### Floorplan with the power grid, run 1

Drawn at 3 px/um. Pins as bars on the die edge.
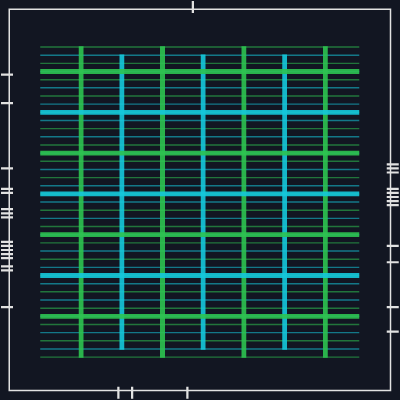
### Placement by cell class, run 1

Drawn at 2 px/um. Fill, decap, tap and diode cells in grey.
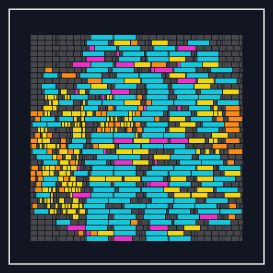
### Clock network drawn from the DEF, run 1

Drawn at 4 px/um.
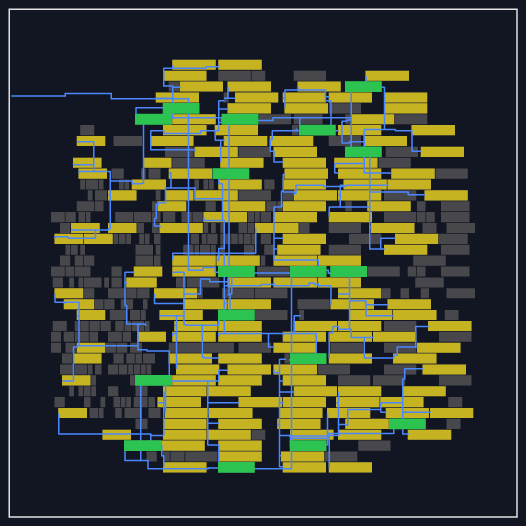
`src/rtl/fifo_sync_ctrl.sv`:
```
// fifo_sync_ctrl
//   Single-clock FIFO: storage array, read/write pointers, occupancy level,
//   registered status flags, compile-time thresholds and sticky error flags.
//   Used on both the TX and RX paths between the register interface and the
//   I2C shift engine.
//
// Optional build macro:
//   FIFO_REG_OUT_EN  defined   -> rdata_o is a register, loaded on each
//                                 accepted pop (data one cycle after the pop).
//                    undefined -> show-ahead: rdata_o is the head word,
//                                 combinational, forced to 0 while empty.
//
// Ports:
//   clk_i          system clock, rising edge
//   rst_i          synchronous reset, active-high
//   flush_i        synchronous flush: empties FIFO, clears error flags
//   wr_en_i        write request
//   wdata_i        write data [DATASIZE]
//   rd_en_i        read (pop) request
//   rdata_o        read data [DATASIZE]
//   full_o         level_o == DEPTH
//   empty_o        level_o == 0
//   almost_full_o  level_o >= AFULL_THR
//   almost_empty_o level_o <= AEMPTY_THR
//   level_o        occupancy 0..DEPTH [ADDRSIZE+1]
//   overflow_o     sticky: write refused because full
//   underflow_o    sticky: read requested while empty
module fifo_sync_ctrl #(
  parameter int DATASIZE   = 8,
  parameter int ADDRSIZE   = 4,
  parameter int AFULL_THR  = (1 << ADDRSIZE) - 2,
  parameter int AEMPTY_THR = 2
) (
  input  logic                clk_i,
  input  logic                rst_i,
  input  logic                flush_i,
  input  logic                wr_en_i,
  input  logic [DATASIZE-1:0] wdata_i,
  input  logic                rd_en_i,
  output logic [DATASIZE-1:0] rdata_o,
  output logic                full_o,
  output logic                empty_o,
  output logic                almost_full_o,
  output logic                almost_empty_o,
  output logic [ADDRSIZE:0]   level_o,
  output logic                overflow_o,
  output logic                underflow_o
);

  localparam int                DEPTH    = 1 << ADDRSIZE;
  localparam logic [ADDRSIZE:0] DEPTH_L  = (ADDRSIZE+1)'(DEPTH);
  localparam logic [ADDRSIZE:0] AFULL_L  = (ADDRSIZE+1)'(AFULL_THR);
  localparam logic [ADDRSIZE:0] AEMPTY_L = (ADDRSIZE+1)'(AEMPTY_THR);

  logic [DATASIZE-1:0] mem [DEPTH];

  logic [ADDRSIZE-1:0] wptr_q, wptr_d;
  logic [ADDRSIZE-1:0] rptr_q, rptr_d;
  logic [ADDRSIZE:0]   level_q, level_d;
  logic                full_q, full_d;
  logic                empty_q, empty_d;
  logic                afull_q, afull_d;
  logic                aempty_q, aempty_d;
  logic                ovf_q, ovf_d;
  logic                udf_q, udf_d;

  logic                wr_acc, rd_acc, wr_go;

  always_comb begin
    // A pop frees a slot in the same edge, so a full FIFO can still take a write.
    rd_acc   = rd_en_i & ~empty_q;
    wr_acc   = wr_en_i & (~full_q | rd_acc);
    wr_go    = wr_acc & ~rst_i & ~flush_i;

    wptr_d   = wptr_q;
    rptr_d   = rptr_q;
    level_d  = level_q;
    ovf_d    = ovf_q;
    udf_d    = udf_q;

    if (flush_i) begin
      wptr_d  = '0;
      rptr_d  = '0;
      level_d = '0;
      ovf_d   = 1'b0;
      udf_d   = 1'b0;
    end else begin
      if (wr_acc) wptr_d = wptr_q + 1'b1;
      if (rd_acc) rptr_d = rptr_q + 1'b1;
      case ({wr_acc, rd_acc})
        2'b10:   level_d = level_q + 1'b1;
        2'b01:   level_d = level_q - 1'b1;
        default: level_d = level_q;
      endcase
      if (wr_en_i & ~wr_acc) ovf_d = 1'b1;
      if (rd_en_i & empty_q) udf_d = 1'b1;
    end

    // Flags are registered copies derived from the next level.
    full_d   = (level_d == DEPTH_L);
    empty_d  = (level_d == '0);
    afull_d  = (level_d >= AFULL_L);
    aempty_d = (level_d <= AEMPTY_L);
  end

  always_ff @(posedge clk_i) begin
    if (rst_i) begin
      wptr_q   <= '0;
      rptr_q   <= '0;
      level_q  <= '0;
      full_q   <= 1'b0;
      empty_q  <= 1'b1;
      afull_q  <= 1'b0;
      aempty_q <= 1'b1;
      ovf_q    <= 1'b0;
      udf_q    <= 1'b0;
    end else begin
      wptr_q   <= wptr_d;
      rptr_q   <= rptr_d;
      level_q  <= level_d;
      full_q   <= full_d;
      empty_q  <= empty_d;
      afull_q  <= afull_d;
      aempty_q <= aempty_d;
      ovf_q    <= ovf_d;
      udf_q    <= udf_d;
    end
  end

  // Storage is never reset; only accepted writes outside reset/flush land.
  always_ff @(posedge clk_i) begin
    if (wr_go) mem[wptr_q] <= wdata_i;
  end

`ifdef FIFO_REG_OUT_EN
  logic [DATASIZE-1:0] rdata_q, rdata_d;
  logic                rd_go;

  // Flush holds the output word; only reset clears it.
  always_comb begin
    rd_go   = rd_acc & ~flush_i;
    rdata_d = rd_go ? mem[rptr_q] : rdata_q;
  end

  always_ff @(posedge clk_i) begin
    if (rst_i) rdata_q <= '0;
    else       rdata_q <= rdata_d;
  end

  assign rdata_o = rdata_q;
`else
  // Head word is shown directly; forced to 0 while empty so the output is
  // stable and defined after reset regardless of memory contents.
  assign rdata_o = empty_q ? '0 : mem[rptr_q];
`endif

  assign full_o         = full_q;
  assign empty_o        = empty_q;
  assign almost_full_o  = afull_q;
  assign almost_empty_o = aempty_q;
  assign level_o        = level_q;
  assign overflow_o     = ovf_q;
  assign underflow_o    = udf_q;

endmodule

```
`config.mk`:
```
export PLATFORM = sky130hd
export DESIGN_NAME = fifo_sync_ctrl
export DESIGN_NICKNAME = d
export VERILOG_FILES = /design/src/rtl/fifo_sync_ctrl.sv
export SDC_FILE = /design/constraint.sdc
export NUM_CORES = 1
export LEC_CHECK = 0
export ABC_CLOCK_PERIOD_IN_PS = 3200
export CAP_MARGIN = 20
export CORE_MARGIN = 10
export CORE_UTILIZATION = 53
export CTS_BUF_LIST = sky130_fd_sc_hd__clkbuf_8 sky130_fd_sc_hd__clkbuf_16
export CTS_CLUSTER_SIZE = 25
export DETAILED_ROUTE_END_ITERATION = 10
export HOLD_SLACK_MARGIN = 0.06
export PLACE_DENSITY = 0.75
export SLEW_MARGIN = 20
export SYNTH_ARGS = -nofsm -noshare
export SYNTH_HDL_FRONTEND = slang
export SYNTH_SLANG_ARGS = --single-unit
```
`constraint.sdc`:
```
create_clock -name clk_i -period 3.2 [get_ports clk_i]
set_input_delay 0.64 -clock clk_i [delete_from_list [all_inputs] [get_ports clk_i]]
set_output_delay 0.64 -clock clk_i [all_outputs]
set_load 0.1 [all_outputs]
```
==> flow_summary_export.csv, run 1 <==
group,metric,value,unit
setup_path,required,2560,ps
worst_hold_path,hold_start,"underflow_o",
layout,top_register,"mem",
setup_path,critPathTopFamily,"multiplexers",
layout,largestRegisters,"mem x128, level_o x5",
global_route,grt_use_met2,24.1,%
layout,largest_reg_flops,128,
setup_path,cp.arrival,2440,ps
power,p_int,3170,uW
layout,layout_top_cell,"edfxtp_1",
synthesis,synth_area_leader_cell,"edfxtp_1",
global_route,use_met1,20.4,%
layout,nFillCells,739,
final_timing,setup_viol_count_final,0,
run_status,status,"finished, final reports clean",
synthesis,logic_family,"multiplexers",
detailed_routing,maxUsedRoutingLayer,"met4",
layout,buffer_area_share,8.58,%
global_route,grt_pass1_vias,3254,
setup_path,critical_path.max_fanout,14,
setup_path,path_cells,"buf_12 > mux4_2 > mux4_2 > nor2b_1 > buf_12",
synthesis,synth-async-reset-ratio,0,%
clock_network,h-tree-depth,4,
synthesis,yosysMostFrequentCell,"edfxtp_1",
power,seq_power_share,53.7,%
place,preCtsSetupSlack,-113,ps
place,place_hpwl,7730,um
detailed_routing,vias,3199,
final_timing,fin_tns_setup,0,ps
synthesis,simple_gate_area_share,5.80,%
setup_path,timing.critical_path.to,"rdata_o[1]",
power,pwr_density_cell,556,nW/um^2
clock_network,root_buffer,"clkbuf_16",
worst_hold_path,hold_end,"underflow_o",
setup_path,r2r_start,"empty_o",
synthesis,synth-edff-count,128,
## Picture notes: 'Floorplan with the power grid'
- VDD: cyan
- VSS: green
- signal pins: 32
- met4 straps: 7
- rows: 38

## Picture notes: 'Placement by cell class'
- clock drivers and dummy loads: magenta (cells 30; share of their area 6.9%)
- remaining buffers and delay cells: orange (cells 60; share of their area 8.8%)
- sequential cells: cyan (cells 151; share of their area 61%)
- combinational and other logic: yellow (cells 160; share of their area 23%)

## Picture notes: 'Clock network drawn from the DEF'
- flip-flops: yellow (count 151)
- clock wires: blue (length 1,620 um)
- clock drivers: green (count 17)
- routed clock nets: 18

### Signal wires by layer, run 1

Drawn at 3 px/um. Only two layers are drawn.
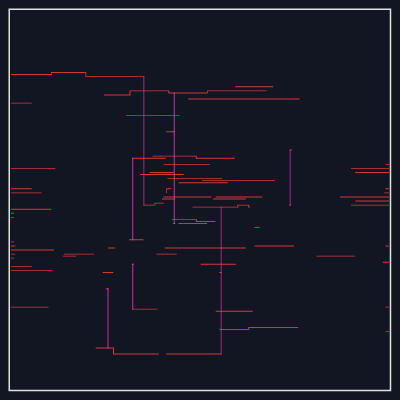

--- run 2 (diff from run 1) ---
--- a/config.mk
+++ b/config.mk
@@ -5,15 +5,15 @@
 export SDC_FILE = /design/constraint.sdc
 export NUM_CORES = 1
 export LEC_CHECK = 0
-export ABC_CLOCK_PERIOD_IN_PS = 3200
+export ABC_CLOCK_PERIOD_IN_PS = 3300
 export CAP_MARGIN = 20
 export CORE_MARGIN = 10
-export CORE_UTILIZATION = 53
+export CORE_UTILIZATION = 59
 export CTS_BUF_LIST = sky130_fd_sc_hd__clkbuf_8 sky130_fd_sc_hd__clkbuf_16
 export CTS_CLUSTER_SIZE = 25
 export DETAILED_ROUTE_END_ITERATION = 10
 export HOLD_SLACK_MARGIN = 0.06
-export PLACE_DENSITY = 0.75
+export PLACE_DENSITY = 0.79
 export SLEW_MARGIN = 20
 export SYNTH_ARGS = -nofsm -noshare
 export SYNTH_HDL_FRONTEND = slang
==> constraint.sdc (replaced) <==
create_clock -name clk_i -period 3.3 [get_ports clk_i]
set_input_delay 0.66 -clock clk_i [delete_from_list [all_inputs] [get_ports clk_i]]
set_output_delay 0.66 -clock clk_i [all_outputs]
set_load 0.1 [all_outputs]
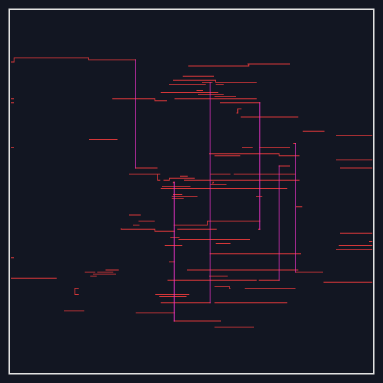
*Signal wires by layer, run 2*
Drawn at 3 px/um. Only two layers are drawn.
- metal 3: red (wire length 982 um)
- metal 4: magenta (wire length 279 um)

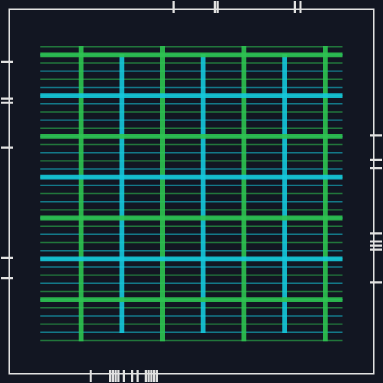
*Floorplan with the power grid, run 2*
Drawn at 3 px/um. Pins as bars on the die edge.
core area: 9860 um^2
Die Span Y: 121 um
die width: 121 um

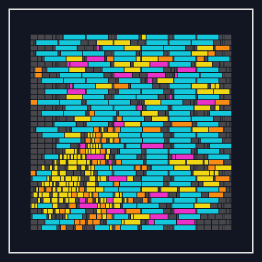
*Placement by cell class, run 2*
Drawn at 2 px/um. Fill, decap, tap and diode cells in grey.
- sequential cells: cyan (cells 151; share of their area 60%)
- clock drivers and dummy loads: magenta (cells 32; share of their area 7.7%)
- remaining buffers and delay cells: orange (cells 62; share of their area 9.1%)
- combinational and other logic: yellow (cells 160; share of their area 23%)

==> run 2 against run 1 <==
- setup slack worse by 46 ps
- worst hold slack better by 17 ps
- area after synthesis stayed put
- largest cell class unchanged
- critical path depth stayed put
- final cell count is 0.55% lower
- clock skew is 1.7 ps higher
- die area is 8.6% lower
- register-to-register slack hardly changed
==> flow_summary_export.csv, run 2 <==
group,metric,value,unit
run_status,status,"finished, final reports clean",
synthesis,synth_area_leader_cell,"edfxtp_1",
setup_path,critical_path.max_fanout,8,
detailed_routing,vias,3306,
setup_path,reg2reg_depth,12,
setup_path,timing.critical_path.to,"rdata_o[2]",
layout,layout_top_cell,"edfxtp_1",
clock_network,root_buffer,"clkbuf_8",
final_timing,fin_ws,74.7,ps
global_route,use_met1,23.4,%
final_timing,setup_viol_count_final,0,
synthesis,synth-edff-count,128,
detailed_routing,maxUsedRoutingLayer,"met4",
synthesis,top_cell_area_share,63.8,%
layout,largestRegisters,"mem x128, level_o x5",
final_timing,fin_tns_setup,0,ps
layout,buffer_area_share,8.90,%
setup_path,cp.arrival,2570,ps
synthesis,synth-async-reset-ratio,0,%
power,pwr_density_cell,562,nW/um^2
synthesis,simple_gate_area_share,5.80,%
power,seq_power_share,50.9,%
power,p_int,3210,uW
run,cap_violations,0,
worst_hold_path,hold_end,"underflow_o",
setup_path,path_cells,"buf_12 > mux4_2 > mux4_2 > nor2b_1 > buf_12",
power,power,4100,uW
clock_network,h-tree-depth,4,
layout,largest_reg_flops,128,
global_route,grt_use_met2,31.0,%
layout,nFillCells,551,
place,place_congestion,0.822,
setup_path,required,2640,ps
synthesis,yosysMostFrequentCell,"edfxtp_1",
worst_hold_path,hold_path_depth,2,
place,place_hpwl,7800,um
layout,top_register,"mem",
global_route,grt_pass1_vias,3378,
synthesis,yosysSeqAreaShare,71.5,%
setup_path,critPathTopFamily,"multiplexers",
worst_hold_path,hold_start,"underflow_o",
No activity file was given, so power comes from the tool's default toggle rates.
